<file path="src/rtl/lateral_inhibition_arbiter_if.sv">
// Competition bus between N neurons and the lateral inhibition arbiter.
// The neurons drive requests and potentials. The arbiter drives the registered responses.
interface lateral_inhibition_arbiter_if #(
  parameter int N = 8,
  parameter int W = 24
);
  localparam int IW = (N > 1) ? $clog2(N) : 1;

  logic              start_core_img;
  logic [N-1:0]      start_li;
  logic [N*W-1:0]    potential;
  logic [N-1:0]      valid_li;
  logic [N-1:0]      won_lost;
  logic              li;
  logic [IW-1:0]     winner_idx;
  logic              busy;
  logic              err_drop;

  modport master (
    output start_core_img, start_li, potential,
    input  valid_li, won_lost, li, winner_idx, busy, err_drop
  );

  modport slave (
    input  start_core_img, start_li, potential,
    output valid_li, won_lost, li, winner_idx, busy, err_drop
  );
endinterface

</file>
<file path="src/rtl/lateral_inhibition_arbiter.sv">
// Winner-take-all arbiter. It collects neuron potentials and scans them one per cycle.
// The strongest neuron at or above threshold wins, and ties go to the lowest index.
module lateral_inhibition_arbiter #(
  parameter int                  N   = 8,
  parameter int                  W   = 24,
  parameter logic signed [W-1:0] TH  = W'(15018),
  parameter int                  TMO = 64
) (
  input  logic clk,
  input  logic rst,
  lateral_inhibition_arbiter_if.slave bus
);
  localparam int IW = (N > 1) ? $clog2(N) : 1;
  localparam logic [7:0]    TMO_LAST = 8'(TMO - 1);
  localparam logic [IW-1:0] LAST_IDX = IW'(N - 1);

  typedef enum logic [1:0] {IDLE, COLLECT, COMPARE, RESP} state_e;

  state_e                state_q, state_d;
  logic [N-1:0]          mask_q, mask_d;
  logic signed [W-1:0]   pot_q [N];
  logic signed [W-1:0]   pot_d [N];
  logic [7:0]            timer_q, timer_d;
  logic [IW-1:0]         idx_q, idx_d;
  logic [IW-1:0]         best_q, best_d;
  logic                  best_valid_q, best_valid_d;
  logic signed [W-1:0]   best_pot_q, best_pot_d;
  logic [N-1:0]          valid_q, valid_d;
  logic [N-1:0]          won_q, won_d;
  logic                  li_q, li_d;
  logic [IW-1:0]         widx_q, widx_d;
  logic                  busy_q, busy_d;
  logic                  err_q, err_d;
  logic signed [W-1:0]   cand;

  always_comb begin
    state_d      = state_q;
    mask_d       = mask_q;
    pot_d        = pot_q;
    timer_d      = timer_q;
    idx_d        = idx_q;
    best_d       = best_q;
    best_valid_d = best_valid_q;
    best_pot_d   = best_pot_q;
    valid_d      = '0;
    won_d        = '0;
    li_d         = li_q;
    widx_d       = widx_q;
    err_d        = err_q;
    cand         = pot_q[idx_q];

    if (bus.start_core_img) begin
      // A new image overrides everything, including same-cycle requests.
      state_d = IDLE;
      mask_d  = '0;
      li_d    = 1'b0;
      err_d   = 1'b0;
      widx_d  = '0;
    end else begin
      if (state_q == IDLE || state_q == COLLECT) begin
        for (int unsigned i = 0; i < N; i++) begin
          if (bus.start_li[i]) pot_d[i] = bus.potential[i*W +: W];
        end
        mask_d = mask_q | bus.start_li;
      end

      unique case (state_q)
        IDLE: begin
          if (|bus.start_li) begin
            timer_d = '0;
            state_d = COLLECT;
          end
        end
        COLLECT: begin
          if (&mask_q || timer_q == TMO_LAST) begin
            state_d      = COMPARE;
            idx_d        = '0;
            best_valid_d = 1'b0;
          end else begin
            timer_d = timer_q + 8'd1;
          end
        end
        COMPARE: begin
          if (|bus.start_li) err_d = 1'b1;
          if (mask_q[idx_q] && cand >= TH && (!best_valid_q || cand > best_pot_q)) begin
            best_d       = idx_q;
            best_pot_d   = cand;
            best_valid_d = 1'b1;
          end
          if (idx_q == LAST_IDX) state_d = RESP;
          else                   idx_d   = idx_q + 1'b1;
        end
        RESP: begin
          if (|bus.start_li) err_d = 1'b1;
          valid_d = mask_q;
          if (best_valid_q) begin
            won_d[best_q] = 1'b1;
            li_d          = 1'b1;
            widx_d        = best_q;
          end
          mask_d  = '0;
          state_d = IDLE;
        end
        default: state_d = IDLE;
      endcase
    end

    busy_d = (state_d != IDLE);
  end

  always_ff @(posedge clk or posedge rst) begin
    if (rst) begin
      state_q      <= IDLE;
      mask_q       <= '0;
      pot_q        <= '{default: '0};
      timer_q      <= '0;
      idx_q        <= '0;
      best_q       <= '0;
      best_valid_q <= 1'b0;
      best_pot_q   <= '0;
      valid_q      <= '0;
      won_q        <= '0;
      li_q         <= 1'b0;
      widx_q       <= '0;
      busy_q       <= 1'b0;
      err_q        <= 1'b0;
    end else begin
      state_q      <= state_d;
      mask_q       <= mask_d;
      pot_q        <= pot_d;
      timer_q      <= timer_d;
      idx_q        <= idx_d;
      best_q       <= best_d;
      best_valid_q <= best_valid_d;
      best_pot_q   <= best_pot_d;
      valid_q      <= valid_d;
      won_q        <= won_d;
      li_q         <= li_d;
      widx_q       <= widx_d;
      busy_q       <= busy_d;
      err_q        <= err_d;
    end
  end

  assign bus.valid_li   = valid_q;
  assign bus.won_lost   = won_q;
  assign bus.li         = li_q;
  assign bus.winner_idx = widx_q;
  assign bus.busy       = busy_q;
  assign bus.err_drop   = err_q;
endmodule

</file>
<file path="src/flat_wrapper.sv">
// flat-port wrapper written by rule: the top's interface ports become plain ports
module lateral_inhibition_arbiter_flat 
#(
  parameter int                  N   = 8,
  parameter int                  W   = 24,
  parameter logic signed [W-1:0] TH  = W'(15018),
  parameter int                  TMO = 64
)
  (clk, rst, bus_start_core_img, bus_start_li, bus_potential, bus_valid_li, bus_won_lost, bus_li, bus_winner_idx, bus_busy, bus_err_drop);
  lateral_inhibition_arbiter_if #(.N(N), .W(W)) bus_i ();
  input  logic clk;
  input  logic rst;
  input wire logic [$bits(bus_i.start_core_img)-1:0] bus_start_core_img;
  input wire logic [$bits(bus_i.start_li)-1:0] bus_start_li;
  input wire logic [$bits(bus_i.potential)-1:0] bus_potential;
  output wire logic [$bits(bus_i.valid_li)-1:0] bus_valid_li;
  output wire logic [$bits(bus_i.won_lost)-1:0] bus_won_lost;
  output wire logic [$bits(bus_i.li)-1:0] bus_li;
  output wire logic [$bits(bus_i.winner_idx)-1:0] bus_winner_idx;
  output wire logic [$bits(bus_i.busy)-1:0] bus_busy;
  output wire logic [$bits(bus_i.err_drop)-1:0] bus_err_drop;
  assign bus_i.start_core_img = bus_start_core_img;
  assign bus_i.start_li = bus_start_li;
  assign bus_i.potential = bus_potential;
  assign bus_valid_li = bus_i.valid_li;
  assign bus_won_lost = bus_i.won_lost;
  assign bus_li = bus_i.li;
  assign bus_winner_idx = bus_i.winner_idx;
  assign bus_busy = bus_i.busy;
  assign bus_err_drop = bus_i.err_drop;
  lateral_inhibition_arbiter #(.N(N), .W(W), .TH(TH), .TMO(TMO)) u_core (.clk(clk), .rst(rst), .bus(bus_i));
endmodule
</file>
<file path="config.mk">
export PLATFORM = sky130hd
export DESIGN_NAME = lateral_inhibition_arbiter_flat
export DESIGN_NICKNAME = d
export VERILOG_FILES = /design/src/rtl/lateral_inhibition_arbiter_if.sv /design/src/rtl/lateral_inhibition_arbiter.sv /design/src/flat_wrapper.sv
export SDC_FILE = /design/constraint.sdc
export NUM_CORES = 1
export LEC_CHECK = 0
export CAP_MARGIN = 10
export CORE_MARGIN = 3
export CORE_UTILIZATION = 28
export CTS_CLUSTER_SIZE = 24
export DETAILED_ROUTE_END_ITERATION = 10
export GPL_ROUTABILITY_DRIVEN = 0
export SLEW_MARGIN = 20
export SYNTH_ARGS = -nofsm -noshare
export SYNTH_HDL_FRONTEND = slang
export SYNTH_SLANG_ARGS = --single-unit
</file>
<file path="constraint.sdc">
create_clock -name clk -period 10.5 [get_ports clk]
set_input_delay 2.1 -clock clk [delete_from_list [all_inputs] [get_ports clk]]
set_output_delay 2.1 -clock clk [all_outputs]
set_load 0.02 [all_outputs]
</file>
==> run_1/wires.png <==
(1.5 px per µm)
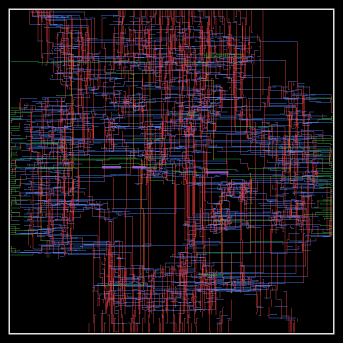
blue -> metal 1  # wire length 15700 µm
red -> metal 2  # wire length 16600 µm
purple -> metal 5  # wire length 32.2 µm
orange -> metal 4  # wire length 656 µm
green -> metal 3  # wire length 1660 µm

==> run_1/flops_by_reg.png <==
(2 px per µm)
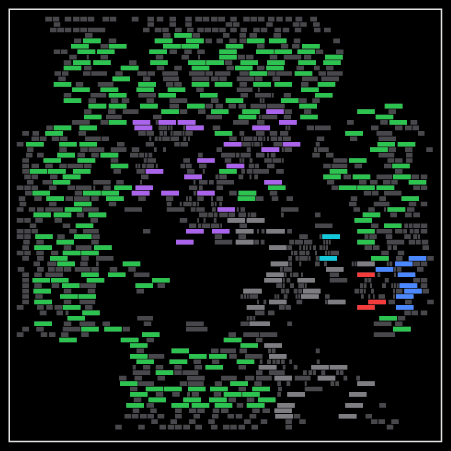
red -> `u_core.bus.winner_idx`  # flops 3
green -> `u_core.pot_q`  # flops 192, where widely spread
purple -> `u_core.best_pot_q`  # flops 24
cyan -> `u_core.state_q`  # flops 2
blue -> `u_core.bus.won_lost`  # flops 8
not coloured = 34

==> deck_impl_summary.md, run 1 <==
Run Summary

Timing
  • Minimum clock period: 5230 ps
  • Highest clock rate: 0.191 GHz
  • Max transition margin: 0.342
  • Setup TNS: 0 ps

Final layout
  • FILL cells: 4172
  • Clock buf/inv share: 0.0636
  • Area delta synth->final: 31.7%
  • Cell type taking the most area: flip-flops and latches
  • Layout cells sized above 1: 0.314

Route
  • Residual DRC: 0
  • Met3 WL post-DR: 1660 µm
  • Met1 WL: 15700 µm

Global route
  • Total GRT Usage: 0.149
  • Grt ovf: 0

Pwr
  • Seq pwr share: 0.452
  • Seq pwr: 1250 µW
  • Clk network pwr share: 0.388
  • Top pwr grp: registers
  • Pwr/cell area: about 170 nW/µm²
  • Total Power: 2760 µW
  • Internal power: 2080 µW

Place
  • Placed instance area: approximately 15000 µm²
  • DP HPWL: 23900 µm
  • Setup WS pre-CTS: 5130 ps

Outcome
  • Status: complete, no violations

CTS
  • Reg clk slew, reported paths: 60 ps
  • Clock root buffer: clkbuf_16
  • TritonCTS Buffers: 31

Worst setup path
  • Worst EP arrival: 5690 ps
  • Crit path capture type: flip-flop
  • Worst setup SP type: flip-flop
==> run_1/clk_routes.png <==
(1 px per µm)
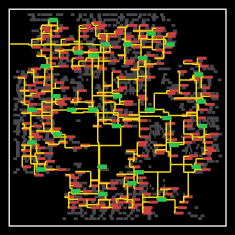
green -> clock drivers  # count 31
red -> flip-flops  # count 263
yellow -> clock wires  # length 3840 µm
routed clock nets = 32

## run 1: Yosys cell counts (all sizes together)
master	n	area, µm²
o211ai	1	7.51
nand3b	3	22.5
o2111ai	2	17.5
nor2b	3	18.8
ha	32	400
o32ai	2	17.5
or2	2	12.5
mux2	239	2690
mux4	51	1150
a31oi	1	6.26
a21oi	21	105
nand2	28	105
o21a	1	7.51
o21ai	9	45.0
buf	17	115
clkbuf	24	90.1
and3	2	12.5
dfrtp	263	6580
nor3	6	30.0
nor4b	1	15.0
o211a	1	10.0
nor2	36	135
a21o	5	37.5
nand4	12	75.1
o22a	2	17.5
mux2i	5	50.1
nand2b	14	87.6
o22ai	1	6.26
and2	9	56.3
xor2	6	52.6
o41ai	1	16.3
o31ai	3	22.5
a211oi	2	27.5
inv	33	124
nand3	8	40.0
a221o	1	10.0
nor3b	1	7.51
or4	2	15.0
and4	1	8.76
a2111oi	1	8.76
nor4	2	12.5
## run 1: cell families (layout without fill, tap and decap cells)
group                    count (synthesis)  count (layout)  synth area share
AND/OR/NAND/NOR                        130             130            0.0533
buffers and inverters                   74             320            0.0268
multiplexers                           295             295             0.317
AND-OR/OR-AND                           54              54            0.0296
flip-flops                             263             263             0.536
XOR/XNOR                                 6               6           0.00428
adder cells (fa/ha/maj)                 32              32            0.0326
## run 1: per-stage QoR
stage	cells	hold WS, ps
2_1_floorplan	854	458
4_1_cts	1685	491
3_5_place_dp	1628	475
5_1_grt	1685	510
6_report	1685	488
3_3_place_gp	1628	469
## run 1: final timing paths
path / to / from / slack [ps] / depth (start not counted)
hold reg to reg: u_core.best_pot_q[11]$_DFFE_PP0P_ / u_core.best_pot_q[11]$_DFFE_PP0P_ / 490 / 1
hold / removal: u_core.best_pot_q[11]$_DFFE_PP0P_ / u_core.best_pot_q[11]$_DFFE_PP0P_ / 490 / 1
setup reg to reg: u_core.best_q[2]$_DFFE_PP0P_ / u_core.idx_q[1]$_DFFE_PP0P_ / 5270 / 13
max in group asynchronous: u_core.idx_q[1]$_DFFE_PP0P_ / rst / 6970 / 3
setup / recovery: u_core.best_q[2]$_DFFE_PP0P_ / u_core.idx_q[1]$_DFFE_PP0P_ / 5270 / 13
min in group asynchronous: u_core.bus.valid_li[6]$_DFF_PP0_ / rst / 2050 / 2
## run 1: layout by cell type, fill, tap and decap left out, types with 8 or more instances in the layout
cell,netlist,final
a21oi_1,21,21
and2_1,8,8
clkbuf_16,0,31
clkbuf_8,0,8
clkdlybuf4s50_1,0,224
dfrtp_1,263,260
ha_1,32,32
inv_1,33,32
mux2_1,17,17
mux2_2,222,222
mux4_2,51,51
nand2_1,28,20
nand2_2,0,8
nand2b_1,14,14
nand3_1,8,8
nand4_1,12,12
nor2_1,36,36
o21ai_0,9,9
## run 1: sequential cells by signal, indices dropped and copies added, names as in the netlist
name	flops
u_core.idx_q	3
u_core.bus.valid_li	8
u_core.bus.busy	1
u_core.pot_q	192
u_core.bus.won_lost	8
u_core.timer_q	8
u_core.bus.winner_idx	3
u_core.best_q	3
u_core.state_q	2
u_core.best_valid_q	1
u_core.bus.err_drop	1
u_core.best_pot_q	24
u_core.mask_q	8
u_core.bus.li	1
--- run 2 (diff from run 1) ---
==> constraint.sdc (replaced) <==
create_clock -name clk -period 5.28 [get_ports clk]
set_input_delay 1.056 -clock clk [delete_from_list [all_inputs] [get_ports clk]]
set_output_delay 1.056 -clock clk [all_outputs]
set_load 0.02 [all_outputs]
==> deck_impl_summary.md, run 2 <==
Run Summary

Worst setup path
  • Worst setup SP type: flip-flop (unchanged)
  • Beginning of the critical path: u_core.idx_q[1]$_DFFE_PP0P_ (unchanged)
  • R2R Setup Slk: 720 ps (was 5270 ps)
  • Worst EP arrival: 4970 ps (was 5690 ps)
  • Critical Path Sink: u_core.best_pot_q[17]$_DFFE_PP0P_ (was u_core.best_q[2]$_DFFE_PP0P_)
  • R2R Path End: u_core.best_pot_q[17]$_DFFE_PP0P_ (was u_core.best_q[2]$_DFFE_PP0P_)
  • Reg2Reg Launch Point: u_core.idx_q[1]$_DFFE_PP0P_ (unchanged)
  • Crit path capture type: flip-flop (unchanged)

Die
  • FP Core Util: 0.284 (unchanged)
  • Full die area: 46400 µm² (unchanged)
  • Std-Cell Rows: 76 (unchanged)

Final layout
  • Top Layout Cells: 260 x dfrtp_1, 224 x clkdlybuf4s50_1, 222 x mux2_2, 51 x mux4_2, 36 x nor2_1 (unchanged)
  • Max FFs per register: 192 (unchanged)
  • Largest reg by FF count: u_core.pot_q (unchanged)
  • Layout cells sized above 1: 0.315 (was 0.314)
  • Biggest regs: u_core.pot_q: 192 flops, u_core.best_pot_q: 24 flops (unchanged)
  • Most used logic cell in the final layout: dfrtp_1 (unchanged)

Timing
  • Minimum clock period: 4560 ps (was 5230 ps)
  • Setup TNS: 0 ps (unchanged)
  • Hold WS: 482 ps (was 488 ps)
  • Tcrit/Tclk final: 0.864 (was 0.498)
  • Highest clock rate: 0.219 GHz (was 0.191 GHz)
  • Max transition margin: 0.317 (was 0.342)

Synthesis
  • Main flop type: dfrtp_1 (unchanged)
  • Area leader share: 0.536 (unchanged)
  • Commonest cells in the netlist: 263 x dfrtp_1, 222 x mux2_2, 51 x mux4_2 (unchanged)
  • Post-synth ARST share: 1.00 (unchanged)
  • Main area contributors: dfrtp_1 54%, mux2_2 20%, mux4_2 9.4%, ha_1 3.3%, mux2_1 1.6% (unchanged)
  • Post-synth EDFFs: 0 (unchanged)
  • Cell with the most instances after synthesis: dfrtp_1 (unchanged)

CTS
  • Reg clk slew, reported paths: 60 ps (about the same)
  • # resized after CTS: 0 (unchanged)
  • Clock root buffer: clkbuf_16 (unchanged)
  • TritonCTS Buffers: 34 (was 31)

Outcome
  • Status: complete, no violations (unchanged)

Route
  • Residual DRC: 0 (unchanged)
  • Final wirelength: 35000 µm (was 34700 µm)
  • Met3 WL post-DR: 1880 µm (was 1660 µm)
  • Met1 WL: 16000 µm (was 15700 µm)

Place
  • Setup WS pre-CTS: 615 ps (was 5130 ps)

Global route
  • Total GRT Usage: 0.151 (was 0.149)
  • Grt ovf: 0 (unchanged)

Pwr
  • Pwr/cell area: 343 nW/µm² (was 171 nW/µm²)

Run
  • Maxcap violations: 0 (unchanged)
-- run 2: cell families after synthesis --
logic type,synth area share
muxes,0.317
DFF,0.536
and+or+nand+nor,0.0533
buffers and inverters,0.0268
AOI/OAI and AO/OA,0.0296
adders and majority gates,0.0326
xor gates and xnor gates,0.00428
-- run 2: worst max-delay path, stage by stage, from the launching register on --
cell and delay [ps]:
dfrtp_4 880, buf_4 370, mux4_2 530, mux2_2 320
ha_1 320, nor2b_1 140, o211ai_1 150, a21oi_1 90
o31ai_1 300, o2111ai_1 200, mux2i_1 190, a211oi_4 260
buf_4 300, mux2_2 370
-- run 2: routing by layer --
metal / up-vias / GRT usage
met3: 43 / 0.0375
met4: 2 / 0.0302
li1: 3567 / -
met2: 195 / 0.245
met5: - / 0
met1: 4047 / 0.205
-- run 2: worst min-delay path by stage --
stage	start	to	slack (ps)	cells past startpoint
floorplan	u_core.best_pot_q[10]$_DFFE_PP0P_	u_core.best_pot_q[10]$_DFFE_PP0P_	460	1
finish	u_core.best_pot_q[11]$_DFFE_PP0P_	u_core.best_pot_q[11]$_DFFE_PP0P_	480	1
CTS	u_core.best_pot_q[1]$_DFFE_PP0P_	u_core.best_pot_q[1]$_DFFE_PP0P_	490	1
global placement	u_core.best_pot_q[16]$_DFFE_PP0P_	u_core.best_pot_q[16]$_DFFE_PP0P_	470	1
detailed placement	u_core.best_pot_q[1]$_DFFE_PP0P_	u_core.best_pot_q[1]$_DFFE_PP0P_	470	1
global route	u_core.best_pot_q[11]$_DFFE_PP0P_	u_core.best_pot_q[11]$_DFFE_PP0P_	500	1
-- run 2: where the power goes --
part | total, µW | internal, µW | leakage, µW | switching [µW]
Sequential | 2480 | 2310 | 0.00321 | 174
Clock | 2200 | 1320 | 0.000518 | 879
Combinational | 885 | 546 | 0.00289 | 339
-- run 2: per-stage QoR --
step	cells	util	area (µm²)	power (µW)
6_report	1690	0.376	16300	5570
5_1_grt	1690	0.376	16300	5840
4_1_cts	1690	0.376	16300	5670
3_5_place_dp	1633	0.352	15200	3410
3_3_place_gp	1633	0.352	15200	3390
2_1_floorplan	854	-	12300	3020
-- run 2: layout make-up --
cell class	instances	area (µm²)
fill	4152	26900
tap	585	732
timing repair buffer	235	2370
inverter	33	128
multi-input combinational	517	5380
clock inverter	8	83.8
clock buffer	49	967
sequential	263	6590
==> run_2/wires.png <==
(1.5 px per µm)
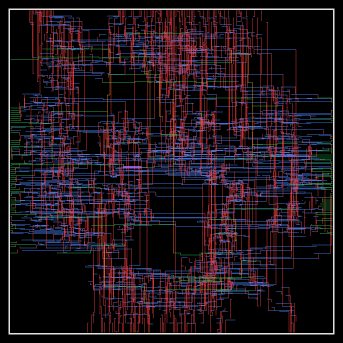
green -> metal 3  # wire length 1880 µm
orange -> metal 4  # wire length 508 µm
blue -> metal 1  # wire length 16000 µm
purple -> metal 5  # wire length 11.0 µm
red -> metal 2  # wire length 16700 µm

==> run_2/layer_met4.png <==
(1.5 px per µm) Cells faint in the background.
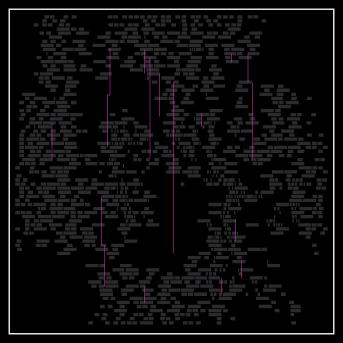
main direction = vertical
longest straight run = 114 µm
share of all routed wire = 1.5%
nets with wire on the layer = 8

==> run_2/detail.png <==
Region (152, 44) to (172, 64) µm. Cells in grey, sequential cells in the stronger grey; small squares are vias.
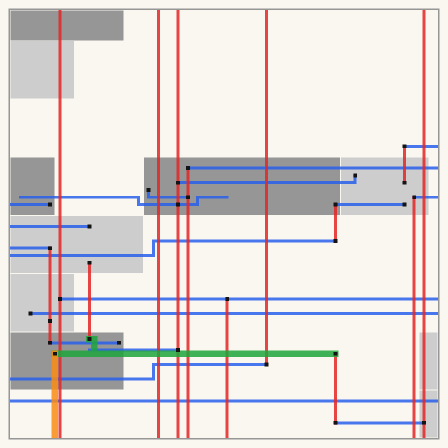
green -> metal 3
blue -> metal 1
red -> metal 2
orange -> metal 4
sequential cells in the window = 3
cells with their middle in the window = 8
netlist names of flops here include = `u_core.pot_q` (2), `u_core.timer_q` (1)
most frequent = dfrtp_1 (3), mux2_2 (2)

Power figures rest on the tool's default switching activity, not on a simulated workload.
